### config.mk
export PLATFORM = sky130hd
export DESIGN_NAME = pipe_hazard_ctrl
export DESIGN_NICKNAME = d
export VERILOG_FILES = /design/src/rtl/pipe_hazard_ctrl_pkg.sv /design/src/rtl/pipe_hazard_ctrl_sat_counter.sv /design/src/rtl/pipe_hazard_ctrl.sv
export SDC_FILE = /design/constraint.sdc
export NUM_CORES = 1
export LEC_CHECK = 0
export CELL_PAD_IN_SITES_DETAIL_PLACEMENT = 1
export CELL_PAD_IN_SITES_GLOBAL_PLACEMENT = 1
export CORE_ASPECT_RATIO = 1.2
export CORE_MARGIN = 5
export CORE_UTILIZATION = 39
export DETAILED_ROUTE_END_ITERATION = 12
export PLACE_DENSITY_LB_ADDON = 0.1
export SLEW_MARGIN = 15
export SYNTH_ARGS = -nofsm -noshare
export SYNTH_HDL_FRONTEND = slang
export SYNTH_SLANG_ARGS = --single-unit
### constraint.sdc
create_clock -name clk -period 6 [get_ports clk]
set_input_delay 0.6 -clock clk [delete_from_list [all_inputs] [get_ports clk]]
set_output_delay 0.6 -clock clk [all_outputs]
set_load 0.01 [all_outputs]
### src/rtl/pipe_hazard_ctrl_pkg.sv
// Shared definitions for the pipeline hazard controller.
//   state_e       : FSM state encodings (2-bit, registered in the top)
//   REG_ZERO      : architectural $zero register index, never a real hazard source
//   load_use_hit  : load-use dependency compare between the EX load and the ID sources
package pipe_hazard_ctrl_pkg;

  typedef enum logic [1:0] {
    ST_RUN      = 2'd0,
    ST_MEM_WAIT = 2'd1,
    ST_ERROR    = 2'd2
  } state_e;

  localparam logic [4:0] REG_ZERO = 5'd0;

  // $zero is excluded because writes to it are discarded, so no data is produced.
  function automatic logic load_use_hit(
    input logic       ex_mem_read,
    input logic [4:0] ex_rt,
    input logic [4:0] id_rs,
    input logic [4:0] id_rt,
    input logic       id_uses_rt
  );
    return ex_mem_read && (ex_rt != REG_ZERO) &&
           ((ex_rt == id_rs) || (id_uses_rt && (ex_rt == id_rt)));
  endfunction

endpackage

### src/rtl/pipe_hazard_ctrl_sat_counter.sv
// Saturating up-counter used for the hazard performance counters.
//   clk : clock, rising edge
//   rst : synchronous reset, active-high, clears q
//   inc : count this cycle
//   q   : current count, sticks at all-ones
module sat_counter #(
  parameter int W = 16
) (
  input  logic         clk,
  input  logic         rst,
  input  logic         inc,
  output logic [W-1:0] q
);

  logic [W-1:0] cnt_q, cnt_d;

  always_comb begin
    cnt_d = cnt_q;
    if (inc && (cnt_q != {W{1'b1}})) begin
      cnt_d = cnt_q + 1'b1;
    end
  end

  always_ff @(posedge clk) begin
    if (rst) begin
      cnt_q <= '0;
    end else begin
      cnt_q <= cnt_d;
    end
  end

  assign q = cnt_q;

endmodule

### src/rtl/pipe_hazard_ctrl.sv
// Stall/flush sequencer for the 5-stage MIPS pipeline.
// Inputs : clk, rst (sync, active-high), ID sources (id_rs, id_rt, id_uses_rt),
//          id_redirect, EX load info (ex_mem_read, ex_rt), MEM handshake
//          (mem_req, mem_ready).
// Outputs: pipeline register controls (pc_write, if_id_write, if_id_flush,
//          id_ex_hold, id_ex_bubble, ex_mem_hold, mem_wb_bubble), sticky mem_err,
//          saturating counters load_stall_cnt, mem_stall_cnt, flush_cnt.
//
// state       | meaning
// ------------+------------------------------------------------------------
// ST_RUN      | normal flow; load-use bubbles and redirect flushes allowed
// ST_MEM_WAIT | data memory access outstanding; pipeline frozen, timer runs
// ST_ERROR    | memory timed out; pipeline frozen until rst
module pipe_hazard_ctrl
  import pipe_hazard_ctrl_pkg::*;
#(
  parameter int CNT_W   = 16,
  parameter int TMO_W   = 8,
  parameter int TIMEOUT = 200
) (
  input  logic             clk,
  input  logic             rst,
  input  logic [4:0]       id_rs,
  input  logic [4:0]       id_rt,
  input  logic             id_uses_rt,
  input  logic             id_redirect,
  input  logic             ex_mem_read,
  input  logic [4:0]       ex_rt,
  input  logic             mem_req,
  input  logic             mem_ready,
  output logic             pc_write,
  output logic             if_id_write,
  output logic             if_id_flush,
  output logic             id_ex_hold,
  output logic             id_ex_bubble,
  output logic             ex_mem_hold,
  output logic             mem_wb_bubble,
  output logic             mem_err,
  output logic [CNT_W-1:0] load_stall_cnt,
  output logic [CNT_W-1:0] mem_stall_cnt,
  output logic [CNT_W-1:0] flush_cnt
);

  // The wait timer counts down the MEM_WAIT cycles still tolerated. It is loaded
  // on entry so that the cycle in which it reads zero is the TIMEOUT-th MEM_WAIT
  // cycle; still waiting then means a timeout.
  localparam logic [TMO_W-1:0] TMO_LOAD = TMO_W'(TIMEOUT - 1);

  state_e           state_q, state_d;
  logic [TMO_W-1:0] tmo_q, tmo_d;
  logic             mem_err_q, mem_err_d;

  logic mem_wait;
  logic load_use;
  logic load_inc, mem_inc, flush_inc;

  assign mem_wait = mem_req && !mem_ready;
  assign load_use = load_use_hit(ex_mem_read, ex_rt, id_rs, id_rt, id_uses_rt);

  always_ff @(posedge clk) begin
    if (rst) begin
      state_q   <= ST_RUN;
      tmo_q     <= '0;
      mem_err_q <= 1'b0;
    end else begin
      state_q   <= state_d;
      tmo_q     <= tmo_d;
      mem_err_q <= mem_err_d;
    end
  end

  always_comb begin
    state_d   = state_q;
    tmo_d     = tmo_q;
    mem_err_d = mem_err_q;
    case (state_q)
      ST_RUN: begin
        if (mem_wait) begin
          state_d = ST_MEM_WAIT;
          tmo_d   = TMO_LOAD;
        end
      end
      ST_MEM_WAIT: begin
        if (!mem_wait) begin
          state_d = ST_RUN;
          tmo_d   = '0;
        end else if (tmo_q == '0) begin
          state_d   = ST_ERROR;
          mem_err_d = 1'b1;
        end else begin
          tmo_d = tmo_q - 1'b1;
        end
      end
      ST_ERROR: begin
        state_d = ST_ERROR;
      end
      default: begin
        state_d = ST_RUN;
        tmo_d   = '0;
      end
    endcase
  end

  // Outputs follow the current inputs in the same cycle so the pipeline
  // registers see the hold/bubble on the edge that would otherwise advance them.
  always_comb begin
    pc_write      = 1'b0;
    if_id_write   = 1'b0;
    if_id_flush   = 1'b0;
    id_ex_hold    = 1'b0;
    id_ex_bubble  = 1'b0;
    ex_mem_hold   = 1'b0;
    mem_wb_bubble = 1'b0;
    load_inc      = 1'b0;
    mem_inc       = 1'b0;
    flush_inc     = 1'b0;
    if (!rst) begin
      case (state_q)
        ST_RUN, ST_MEM_WAIT: begin
          if (mem_wait) begin
            id_ex_hold    = 1'b1;
            ex_mem_hold   = 1'b1;
            mem_wb_bubble = 1'b1;
            mem_inc       = 1'b1;
          end else if ((state_q == ST_RUN) && load_use) begin
            // Redirect is dropped here: its compare used stale operands and
            // is seen again next cycle once the load has written back.
            id_ex_bubble = 1'b1;
            load_inc     = 1'b1;
          end else begin
            pc_write    = 1'b1;
            if_id_write = 1'b1;
            if ((state_q == ST_RUN) && id_redirect) begin
              if_id_flush = 1'b1;
              flush_inc   = 1'b1;
            end
          end
        end
        default: begin
          id_ex_hold    = 1'b1;
          ex_mem_hold   = 1'b1;
          mem_wb_bubble = 1'b1;
        end
      endcase
    end
  end

  assign mem_err = mem_err_q;

  sat_counter #(.W(CNT_W)) u_load_cnt (
    .clk (clk),
    .rst (rst),
    .inc (load_inc),
    .q   (load_stall_cnt)
  );

  sat_counter #(.W(CNT_W)) u_mem_cnt (
    .clk (clk),
    .rst (rst),
    .inc (mem_inc),
    .q   (mem_stall_cnt)
  );

  sat_counter #(.W(CNT_W)) u_flush_cnt (
    .clk (clk),
    .rst (rst),
    .inc (flush_inc),
    .q   (flush_cnt)
  );

endmodule
Figure 1. Met1 routing.
(4 px per um) Supply wires on this layer in grey.
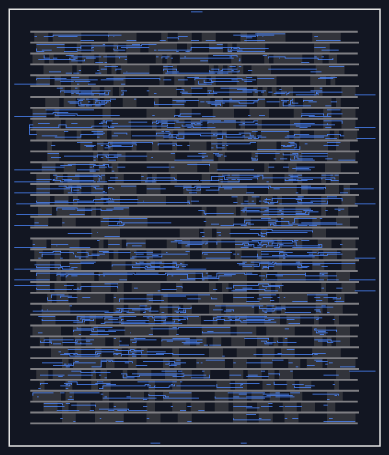
- share of all routed wire: 44%
- longest straight run: 38.2 um
- nets with wire on the layer: 430
drt total wl: 9000 um
M1 GR Usage: 21.4%
vias: 3089

Figure 2. Met2 routing.
(4 px per um)
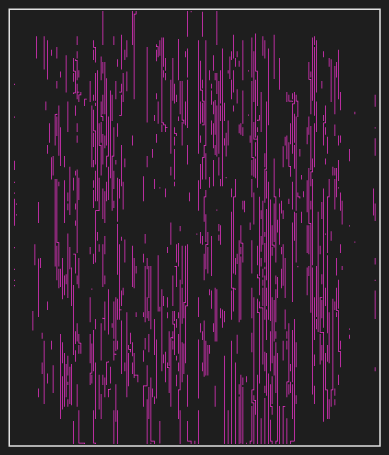
- main direction: vertical
- nets with wire on the layer: 438
- wire length on this layer: 4450 um
- share of all routed wire: 49%
M2 GR Usage: 33.0%

Figure 3. M3 wires.
(4 px per um)
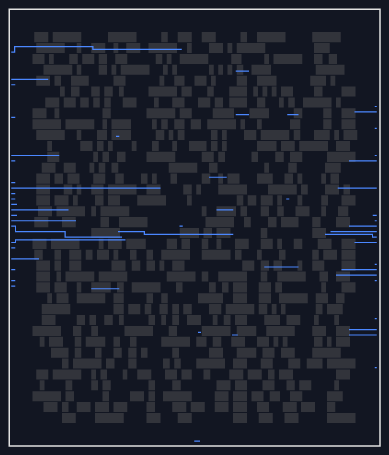
- main direction: horizontal
- wire length on this layer: 363 um
- nets with wire on the layer: 46
- share of all routed wire: 4.0%
- longest straight run: 37.0 um
M3 GR Usage: 4.35%

==> results.cfg <==
; synthesis and place-and-route metrics
[yosys]
yosys-stat-cells = 381
async_flop_share_pct = 0
xor_share_pct = 7.73
netlist.area_leader.share_pct = 37.2
ys_chip_area_sq_um = 3170
synth.area.top_cells = dfxtp_1 (37%), nor2_1 (4.9%), xnor2_1 (4.7%), a21oi_1 (3.9%), nand2_1 (3.8%)
ys_seq_share_pct = 37.2

[finish]
comb_area_sq_um = 1870
drive_gt1_share_pct = 6.56
register_area_sq_um = 1180
lay_top_cells = clkdlybuf4s50_1 (76), dfxtp_1 (59), nor2_1 (41)
num-nonclk-inverters = 6
logic_gate_count = 298
design_area_sq_um = 4160
lay_top_count = clkdlybuf4s50_1

[floorplan]
io_pins = 78
taps = 95

[routing]
wirelength_met1_um = 3990
drt-initial-drc-count = 61

[critical_path]
crit_required_ps = 5400
path_delay_family = buffers and inverters
cp-start-kind = input port
cp_slowest_cell = a2111oi_0
crit_fanout = 9
crit-reg2reg-launch = state_q[0]

[power_and_ir_drop]
powerComb_mw = 0.0922
swShare_pct = 25.0
p_clk_share_pct = 41.2
power_density_nw_per_um2 = 204
power.share.combinational_pct = 10.9

[sta]
whs_ps = 451
tns_ps = 0

[clocking]
clkTransAtPathRegs_ps = 70
cts_buffers = 9
cts_tree = yes
clk_latency_ps = 330

[global_route]
grt_overflow_total = 0
grt_usage_pct = 18.7
grt_max_degree = 62
antenna_found_initial = 0
grt_pass1_wl_um = 15100

[run_status]
outcome = completed

[placed_design]
place_congestion = 0.778
